$ cat config.mk
export PLATFORM = sky130hd
export DESIGN_NAME = fmul_pipe_ctrl_flat
export DESIGN_NICKNAME = d
export VERILOG_FILES = /design/src/rtl/fmul_pipe_ctrl_if.sv /design/src/rtl/fmul_pipe_ctrl.sv /design/src/flat_wrapper.sv
export SDC_FILE = /design/constraint.sdc
export NUM_CORES = 1
export LEC_CHECK = 0
export ABC_AREA = 1
export CAP_MARGIN = 10
export CORE_ASPECT_RATIO = 0.8
export CORE_MARGIN = 1.5
export CORE_UTILIZATION = 27
export CTS_CLUSTER_DIAMETER = 150
export CTS_CLUSTER_SIZE = 20
export DETAILED_ROUTE_END_ITERATION = 6
export PLACE_DENSITY = 0.82
export SKIP_LAST_GASP = 1
export SLEW_MARGIN = 0
export SYNTH_ARGS = -nofsm -noshare
export SYNTH_HDL_FRONTEND = slang
export SYNTH_SLANG_ARGS = --single-unit
$ cat constraint.sdc
create_clock -name clk -period 2.2 [get_ports clk]
set_clock_uncertainty 0.05 [all_clocks]
set_input_delay 0.44 -clock clk [delete_from_list [all_inputs] [get_ports clk]]
set_output_delay 0.44 -clock clk [all_outputs]
set_load 0.02 [all_outputs]
$ cat src/rtl/fmul_pipe_ctrl_if.sv
// -----------------------------------------------------------------------------
// fmul_pipe_ctrl_if
//   Handshake and bus bundle between the FP multiplier issue controller and
//   its surroundings: two requesters, the mul-stage operand mux, the three
//   pipeline register enables and the result handshake.
//
//   master : requesters, consumer and pipeline owner (drives requests,
//            flush and res_ready)
//   slave  : fmul_pipe_ctrl (drives readys, operands, enables, result)
// -----------------------------------------------------------------------------
interface fmul_pipe_ctrl_if #(
   parameter int TAG_W = 4
);
   logic             flush;

   logic             req0_valid;
   logic [31:0]      req0_a;
   logic [31:0]      req0_b;
   logic [1:0]       req0_rm;
   logic [TAG_W-1:0] req0_tag;
   logic             req0_ready;

   logic             req1_valid;
   logic [31:0]      req1_a;
   logic [31:0]      req1_b;
   logic [1:0]       req1_rm;
   logic [TAG_W-1:0] req1_tag;
   logic             req1_ready;

   logic [31:0]      op_a;
   logic [31:0]      op_b;
   logic [1:0]       op_rm;
   logic             en_s1;
   logic             en_s2;
   logic             en_s3;

   logic             res_valid;
   logic             res_src;
   logic [TAG_W-1:0] res_tag;
   logic             res_ready;

   logic             busy;
   logic [1:0]       inflight;

   modport master (
      output flush,
      output req0_valid, req0_a, req0_b, req0_rm, req0_tag,
      input  req0_ready,
      output req1_valid, req1_a, req1_b, req1_rm, req1_tag,
      input  req1_ready,
      input  op_a, op_b, op_rm, en_s1, en_s2, en_s3,
      input  res_valid, res_src, res_tag,
      output res_ready,
      input  busy, inflight
   );

   modport slave (
      input  flush,
      input  req0_valid, req0_a, req0_b, req0_rm, req0_tag,
      output req0_ready,
      input  req1_valid, req1_a, req1_b, req1_rm, req1_tag,
      output req1_ready,
      output op_a, op_b, op_rm, en_s1, en_s2, en_s3,
      output res_valid, res_src, res_tag,
      input  res_ready,
      output busy, inflight
   );
endinterface

$ cat src/rtl/fmul_pipe_ctrl.sv
// -----------------------------------------------------------------------------
// fmul_pipe_ctrl
//   Issue / sequencing controller for a 3-stage pipelined FP multiplier
//   (mul -> add -> normalize/round). Round-robin arbitrates two requesters,
//   muxes the granted operands into the mul stage, drives the three pipeline
//   register enables, and carries source ID + tag alongside the data to a
//   valid/ready result port with backpressure.
//
//   Ports:
//     clk, rst  : clock, asynchronous active-high reset
//     bus       : fmul_pipe_ctrl_if.slave (requests, operands, enables,
//                 result handshake, flush, busy/inflight status)
//     perf_issue, perf_stall : saturating counters, present only when
//                 FMUL_PIPE_CTRL_PERF_EN is defined
//
//   Optional feature macro: FMUL_PIPE_CTRL_PERF_EN
// -----------------------------------------------------------------------------
module fmul_pipe_ctrl #(
   parameter int TAG_W = 4,
   parameter int CNT_W = 16
) (
   input  logic             clk,
   input  logic             rst,
   fmul_pipe_ctrl_if.slave  bus
`ifdef FMUL_PIPE_CTRL_PERF_EN
   ,
   output logic [CNT_W-1:0] perf_issue,
   output logic [CNT_W-1:0] perf_stall
`endif
);

   typedef struct packed {
      logic             src;
      logic [TAG_W-1:0] tag;
   } meta_t;

   // stage valid bits, index = stage number
   logic  [3:1] vld_q, vld_d;
   meta_t [3:1] meta_q, meta_d;
   logic        rr_q, rr_d;

   logic adv1, adv2, adv3;
   logic gnt1;
   logic acc0, acc1, accept;

   // A stage may load whenever it is empty or its content can move on, so
   // bubbles collapse even while the output is stalled.
   always_comb begin
      adv3 = ~vld_q[3] | bus.res_ready;
      adv2 = ~vld_q[2] | adv3;
      adv1 = ~vld_q[1] | adv2;
   end

   // Grant: a lone requester wins; on contention rr decides. With no
   // request the mux idles on req0.
   always_comb begin
      gnt1 = bus.req1_valid & (~bus.req0_valid | rr_q);
   end

   // rst gating keeps readys low for the whole reset window, not just after
   // the valid bits clear.
   always_comb begin
      acc0   = ~gnt1 & bus.req0_valid & adv1 & ~bus.flush & ~rst;
      acc1   =  gnt1 & bus.req1_valid & adv1 & ~bus.flush & ~rst;
      accept = acc0 | acc1;
   end

   always_comb begin
      bus.op_a       = gnt1 ? bus.req1_a  : bus.req0_a;
      bus.op_b       = gnt1 ? bus.req1_b  : bus.req0_b;
      bus.op_rm      = gnt1 ? bus.req1_rm : bus.req0_rm;
      bus.en_s1      = adv1;
      bus.en_s2      = adv2;
      bus.en_s3      = adv3;
      bus.req0_ready = acc0;
      bus.req1_ready = acc1;
      // flush drops the output entry rather than delivering it
      bus.res_valid  = vld_q[3] & ~bus.flush;
      bus.res_src    = meta_q[3].src;
      bus.res_tag    = meta_q[3].tag;
      bus.busy       = |vld_q;
      bus.inflight   = {1'b0, vld_q[1]} + {1'b0, vld_q[2]} + {1'b0, vld_q[3]};
   end

   always_comb begin
      vld_d  = vld_q;
      meta_d = meta_q;
      rr_d   = rr_q;
      if (adv3) begin
         vld_d[3]  = vld_q[2];
         meta_d[3] = meta_q[2];
      end
      if (adv2) begin
         vld_d[2]  = vld_q[1];
         meta_d[2] = meta_q[1];
      end
      if (adv1) begin
         vld_d[1] = accept;
         if (accept) begin
            meta_d[1].src = gnt1;
            meta_d[1].tag = gnt1 ? bus.req1_tag : bus.req0_tag;
         end
      end
      // favour the other requester after every accept
      if (accept) rr_d = ~gnt1;
      // metadata of killed entries is left to shift; it is never observed
      if (bus.flush) vld_d = '0;
   end

   always_ff @(posedge clk or posedge rst) begin
      if (rst) begin
         vld_q  <= '0;
         meta_q <= '0;
         rr_q   <= 1'b0;
      end else begin
         vld_q  <= vld_d;
         meta_q <= meta_d;
         rr_q   <= rr_d;
      end
   end

`ifdef FMUL_PIPE_CTRL_PERF_EN
   logic [CNT_W-1:0] perf_issue_q, perf_issue_d;
   logic [CNT_W-1:0] perf_stall_q, perf_stall_d;

   // Saturating; flush does not touch them.
   always_comb begin
      perf_issue_d = perf_issue_q;
      perf_stall_d = perf_stall_q;
      if (accept && ~&perf_issue_q)
         perf_issue_d = perf_issue_q + 1'b1;
      if (vld_q[3] && ~bus.res_ready && ~&perf_stall_q)
         perf_stall_d = perf_stall_q + 1'b1;
   end

   always_ff @(posedge clk or posedge rst) begin
      if (rst) begin
         perf_issue_q <= '0;
         perf_stall_q <= '0;
      end else begin
         perf_issue_q <= perf_issue_d;
         perf_stall_q <= perf_stall_d;
      end
   end

   assign perf_issue = perf_issue_q;
   assign perf_stall = perf_stall_q;
`endif

endmodule
$ cat src/flat_wrapper.sv
// flat-port wrapper written by rule: the top's interface ports become plain ports
module fmul_pipe_ctrl_flat 
#(
   parameter int TAG_W = 4,
   parameter int CNT_W = 16
)
  (clk, rst, bus_flush, bus_req0_valid, bus_req0_a, bus_req0_b, bus_req0_rm, bus_req0_tag, bus_req0_ready, bus_req1_valid, bus_req1_a, bus_req1_b, bus_req1_rm, bus_req1_tag, bus_req1_ready, bus_op_a, bus_op_b, bus_op_rm, bus_en_s1, bus_en_s2, bus_en_s3, bus_res_valid, bus_res_src, bus_res_tag, bus_res_ready, bus_busy, bus_inflight);
  fmul_pipe_ctrl_if #(.TAG_W(TAG_W)) bus_i ();
  input  logic clk;
  input  logic rst;
  input wire logic [$bits(bus_i.flush)-1:0] bus_flush;
  input wire logic [$bits(bus_i.req0_valid)-1:0] bus_req0_valid;
  input wire logic [$bits(bus_i.req0_a)-1:0] bus_req0_a;
  input wire logic [$bits(bus_i.req0_b)-1:0] bus_req0_b;
  input wire logic [$bits(bus_i.req0_rm)-1:0] bus_req0_rm;
  input wire logic [$bits(bus_i.req0_tag)-1:0] bus_req0_tag;
  output wire logic [$bits(bus_i.req0_ready)-1:0] bus_req0_ready;
  input wire logic [$bits(bus_i.req1_valid)-1:0] bus_req1_valid;
  input wire logic [$bits(bus_i.req1_a)-1:0] bus_req1_a;
  input wire logic [$bits(bus_i.req1_b)-1:0] bus_req1_b;
  input wire logic [$bits(bus_i.req1_rm)-1:0] bus_req1_rm;
  input wire logic [$bits(bus_i.req1_tag)-1:0] bus_req1_tag;
  output wire logic [$bits(bus_i.req1_ready)-1:0] bus_req1_ready;
  output wire logic [$bits(bus_i.op_a)-1:0] bus_op_a;
  output wire logic [$bits(bus_i.op_b)-1:0] bus_op_b;
  output wire logic [$bits(bus_i.op_rm)-1:0] bus_op_rm;
  output wire logic [$bits(bus_i.en_s1)-1:0] bus_en_s1;
  output wire logic [$bits(bus_i.en_s2)-1:0] bus_en_s2;
  output wire logic [$bits(bus_i.en_s3)-1:0] bus_en_s3;
  output wire logic [$bits(bus_i.res_valid)-1:0] bus_res_valid;
  output wire logic [$bits(bus_i.res_src)-1:0] bus_res_src;
  output wire logic [$bits(bus_i.res_tag)-1:0] bus_res_tag;
  input wire logic [$bits(bus_i.res_ready)-1:0] bus_res_ready;
  output wire logic [$bits(bus_i.busy)-1:0] bus_busy;
  output wire logic [$bits(bus_i.inflight)-1:0] bus_inflight;
  assign bus_i.flush = bus_flush;
  assign bus_i.req0_valid = bus_req0_valid;
  assign bus_i.req0_a = bus_req0_a;
  assign bus_i.req0_b = bus_req0_b;
  assign bus_i.req0_rm = bus_req0_rm;
  assign bus_i.req0_tag = bus_req0_tag;
  assign bus_req0_ready = bus_i.req0_ready;
  assign bus_i.req1_valid = bus_req1_valid;
  assign bus_i.req1_a = bus_req1_a;
  assign bus_i.req1_b = bus_req1_b;
  assign bus_i.req1_rm = bus_req1_rm;
  assign bus_i.req1_tag = bus_req1_tag;
  assign bus_req1_ready = bus_i.req1_ready;
  assign bus_op_a = bus_i.op_a;
  assign bus_op_b = bus_i.op_b;
  assign bus_op_rm = bus_i.op_rm;
  assign bus_en_s1 = bus_i.en_s1;
  assign bus_en_s2 = bus_i.en_s2;
  assign bus_en_s3 = bus_i.en_s3;
  assign bus_res_valid = bus_i.res_valid;
  assign bus_res_src = bus_i.res_src;
  assign bus_res_tag = bus_i.res_tag;
  assign bus_i.res_ready = bus_res_ready;
  assign bus_busy = bus_i.busy;
  assign bus_inflight = bus_i.inflight;
  fmul_pipe_ctrl #(.TAG_W(TAG_W), .CNT_W(CNT_W)) u_core (.clk(clk), .rst(rst), .bus(bus_i));
endmodule
Figure 1. Clock network drawn from the DEF (run 1).
The bar under the picture is 20 um long.
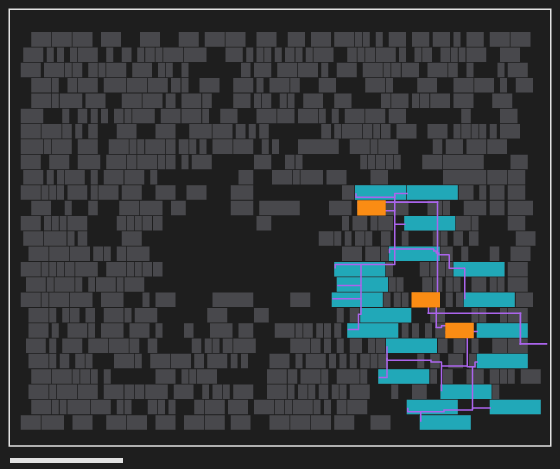
[cyan] flip-flops | count: 19
[purple] clock wires | length: 219 um
[orange] clock-net drivers | count: 3
routed clock nets	4
Clk pwr share: 0.125
Clk power: 240 uW
Latency at later pin: 0.26 ns

Figure 2. Met4 routing (run 1).
Supply wires on this layer in grey.
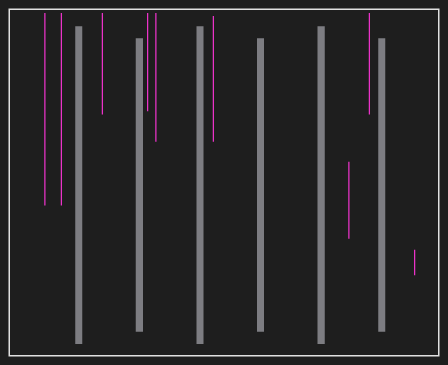
nets with wire on the layer	9
longest straight run	42.8 um
main direction	vertical
wire length on this layer	231 um
total number of vias: 2931
routed wire length: 8920 um

Figure 3. The clock network (run 1).
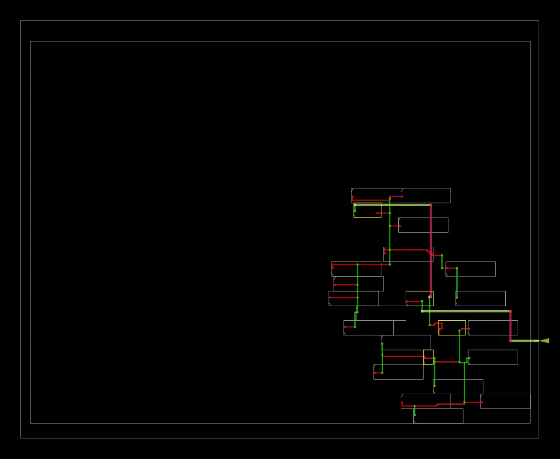
registers: 19
clk sinks: 19
clock buf count: 3

==> impl_metrics.ini, run 1 <==
; flow metrics
[outcome]
status = completed

[synthesis]
yosys_area_um2 = 1860
ys_types = 19
synth_top_area_share = 0.349
synth_seq_share = 0.255
netlist_area_um2 = 1860
ys_cells = 330
yosysWarnings = 0

[critical_path]
crit_required_ns = 1.71
path_class = input pin to primary output
crit_arrival_ns = 1.63
cp-end-kind = primary output
path_max_fanout = 5
cp_slowest_cell = dlygate4sd2_1

[floorplan]
die_x_um = 95.9
fp-row-count = 26
core_um2 = 6540
die_area_um2 = 7410

[worst_hold_path]
hp-class = register to register

[sta]
fin_ws_ns = 0.0787
fmax_mhz = 471
fin_crit_ns = 2.12
finalSetupViolCount = 0
hold_viol_final = 0
worstMarginPinSlew_ns = 0.253

[global_routing]
grt_pass1_wl_um = 14100
antenna_found_initial = 0
grt_usage = 0.241

[run]
tool_warnings = 27
drv_cap = 0

[cells_and_area]
lay_top_count = nand2_1
final_util = 0.664
diodes = 0
areaGrowthSynthToFinish_pct = 133
final_cells = 640
layout-drive-gt1-share = 0.113
n_fill_cell = 599
final_net_count = 704

[placed_design]
portBuffers = 225
dpl.cell_count = 636
gp_congestion = 0.852

[routing]
drc = 0
avgRoutedWirePerCell_um = 13.9
ant_nets = 0
drt_iter0_markers = 103

[cts]
cts_root_buf = clkbuf_8

[pwr]
ir_drop_v = 0.000217
## run 1: path summary, 6_finish.rpt
check | cells past startpoint | endpoint | slack (ns) | start
worst max-delay path | 8 | bus_req1_ready | 0.08 | bus_req0_valid
max in group asynchronous | 3 | u_core.bus.res_src | 1.40 | rst
worst min register to register | 2 | u_core.meta_q[4] | 0.43 | u_core.meta_q[4]
min in group asynchronous | 3 | u_core.meta_q[0] | 0.50 | rst
worst max register to register | 10 | u_core.meta_q[3] | 0.81 | u_core.rr_q
worst min-delay path | 2 | u_core.meta_q[4] | 0.43 | u_core.meta_q[4]
## run 1: through the flow
| stage | instance area [um^2] | TNS [ns] | hold slack [ns] |
|---|---|---|---|
| after global routing | 4340 | 0 | 0.450 |
| after CTS | 4340 | 0 | 0.429 |
| after global placement | 4290 | -27.95 | 0.403 |
| final | 4340 | 0 | 0.429 |
| after floorplan | 1860 | 0 | 0.350 |
| after detailed placement | 4290 | -30.29 | 0.413 |
## run 1: cells by family (layout without fill, tap and decap cells)
kind of cell | Yosys count | after routing | share of synthesized area
compound gates | 5 | 5 | 0.0134
fa+ha+maj | 1 | 1 | 0.0107
buf+inv | 40 | 266 | 0.103
flops | 19 | 19 | 0.255
simple gates | 265 | 265 | 0.618
## run 1: registers in the layout (all words and copies together) (netlist names)
name	flops
u_core.rr_q	1
u_core.meta_q	10
u_core.vld_q	3
u_core.bus.res_src	1
u_core.bus.res_tag	4
## run 1: synthesized netlist by cell type
master    instances
nand2_1         173
nand3_1          80
dfrtp_1          19
clkbuf_1         11
inv_1            11
buf_2             9
buf_4             8
nand2_2           3
nor2_1            3
a21oi_1           2
nand2_4           2
o21ai_0           2
fa_1              1
inv_2             1
nand3_2           1
nand4_1           1
nand4_4           1
nor2_4            1
o21ai_1           1
## run 1: cell type report
cell class | count | area [um^2] | area share
clock buffer | 3 | 41.3 | 0.00951
clock inverter | 1 | 5.00 | 0.00115
inverter | 12 | 45.0 | 0.0104
multi-input combinational | 271 | 1200 | 0.276
sequential | 19 | 475 | 0.110
tap | 84 | 105 | 0.0242
timing repair buffer | 250 | 2470 | 0.570
## run 1: report_power, final
part,internal [uW],total (uW),switching [uW]
Sequential,425,466,40.3
Combinational,604,1220,615
Clock,126,240,115
Total,1160,1930,770
## run 1: routing by layer
layer,vias to the layer above,track usage,share of wire
met3,18,0.0744,0.077
met2,114,0.424,0.50
met5,-,0,0
met1,1303,0.272,0.39
met4,0,0.0735,0.026
li1,1496,-,-
## run 1: worst max-delay path: cells and delay by family
family	cells	cell delay, ns
buffers and inverters	4	0.78
and+or+nand+nor	4	0.41
## run 1: repair_timing
| action | CTS | global route |
|---|---|---|
| setup endpoints to repair | 73 | 3 |
| hold endpoints to repair | 0 | 0 |
| gates resized | 145 | 4 |
| buffers inserted | 0 | 0 |
==> inputs of run 2 (changes only) <==
Settings changed: HOLD_SLACK_MARGIN from default to 0.06.
Figure 4. Sequential cells grouped by signal name (run 2).
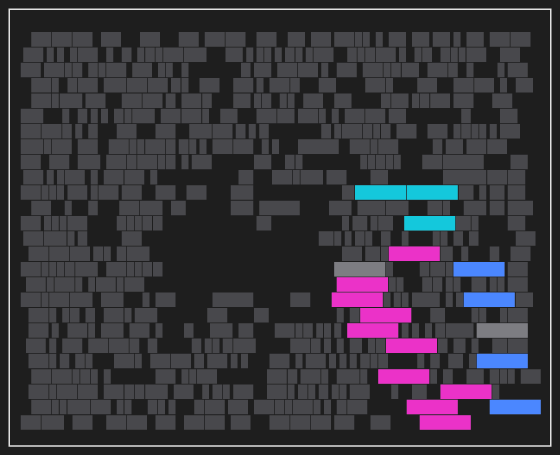
colour	name in the netlist	placed flops
blue	u_core.bus.res_tag	4
cyan	u_core.vld_q	3
magenta	u_core.meta_q	10
flop share of the area: 0.110
sequential power: 466 uW
Layout Utilization: 0.664

==> impl_metrics.ini, run 2 <==
; flow metrics
[synthesis]
ys_types = 19
synth_seq_share = 0.255
ys.flop_type = dfrtp_1

[global_routing]
grt_use_met3 = 0.0744
grtUsageMet1 = 0.272
top_usage_layer = met2
grt_usage = 0.241
met2_usage = 0.424

[cells_and_area]
final_net_count = 704
diodes = 0

[routing]
ant_nets = 0
avgRoutedWirePerCell_um = 13.9

[pwr]
ir_drop_v = 0.000217

[sta]
fmax_mhz = 471
hold_viol_final = 0
finalSetupViolCount = 0

[critical_path]
path_class = input pin to primary output
r2r_setup_slack_ns = 0.81
timing.rr.end = u_core.meta_q[3]
r2r_start = u_core.rr_q
cp_slowest_cell = dlygate4sd2_1

[outcome]
status = completed

[cts]
cts_root_buf = clkbuf_8
clk_latency_ns = 0.26

[floorplan]
core_um2 = 6540
die_x_um = 95.9
die_area_um2 = 7410

[run]
drv_cap = 0
tool_warnings = 27

[worst_hold_path]
hold_end = u_core.meta_q[4]
hp-class = register to register

[placed_design]
portBuffers = 225
gp_congestion = 0.852
Figure 5. Cell sizes after repair (run 2).
The bar under the picture is 20 um long.
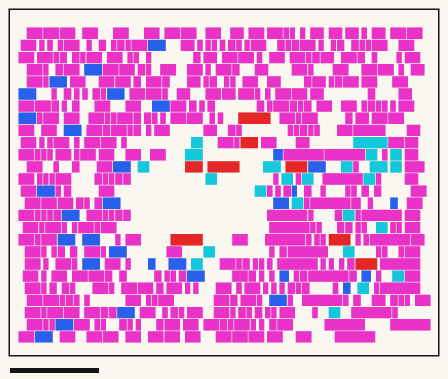
colour	size	cells
magenta	x1 and smaller	493
red	x6 and larger	8
cyan	x3 and x4	24
blue	x2	31
buffers outside the clock class: 250
fin area: 4340 um^2
P&R area growth vs syn: 133%
Setup WS post-layout: 0.0787 ns

-- run 2: layout make-up --
class / instances / area, um^2
Timing Repair Buffer: 250 / 2470
Fill cell: 599 / 2200
Multi-Input combinational cell: 271 / 1200
Sequential cell: 19 / 475
Tap cell: 84 / 105
Inverter: 12 / 45.0
Clock buffer: 3 / 41.3
Clock inverter: 1 / 5.00
-- run 2: cells by family (layout without fill, tap and decap cells) --
logic type,Yosys count,count (layout),share of synthesized area
AOI/OAI and AO/OA,5,5,0.0134
and+or+nand+nor,265,265,0.618
buffers and inverters,40,266,0.103
adders and majority gates,1,1,0.0107
DFF,19,19,0.255
-- run 2: power breakdown --
part	total [uW]	switching, uW	internal [uW]	leakage, uW
registers	466	40.3	425	0.000237
logic	1220	615	604	0.00194
clock network	240	115	126	0.0000255
total	1930	770	1160	0.00220
-- run 2: worst max-delay path by stage --
| stage | from | end | depth (start not counted) |
|---|---|---|---|
| 5_1_grt | bus_req0_valid | bus_op_b[22] | 7 |
| 2_1_floorplan | rst | bus_req0_ready | 5 |
| 3_3_place_gp | bus_req0_valid | bus_op_b[20] | 7 |
| 3_5_place_dp | bus_req0_valid | bus_req1_ready | 8 |
| 4_1_cts | u_core.vld_q[1] | bus_inflight[1] | 2 |
| 6_report | bus_req0_valid | bus_req1_ready | 8 |
-- run 2: routing by layer --
metal / share of wire / vias to the layer above / routed length [um]
li1: - / 1496 / -
met1: 0.39 / 1303 / 3510
met2: 0.50 / 114 / 4500
met3: 0.077 / 18 / 686
met4: 0.026 / 0 / 231
met5: 0 / - / 0
-- run 2: worst max-delay path, delay by kind of cell --
kind                   cells  cell delay, ns
buffers and inverters      4            0.78
AND/OR/NAND/NOR            4            0.41
-- run 2: stage by stage --
step	instance area (um^2)	hold slack [ns]	worst slack (ns)
CTS	4340	0.429	0.0511
global placement	4290	0.403	-0.443
finish	4340	0.429	0.0787
floorplan	1860	0.350	0.242
global route	4340	0.450	0.00697
detailed placement	4290	0.413	-0.507
Power and IR drop assume default switching activity.
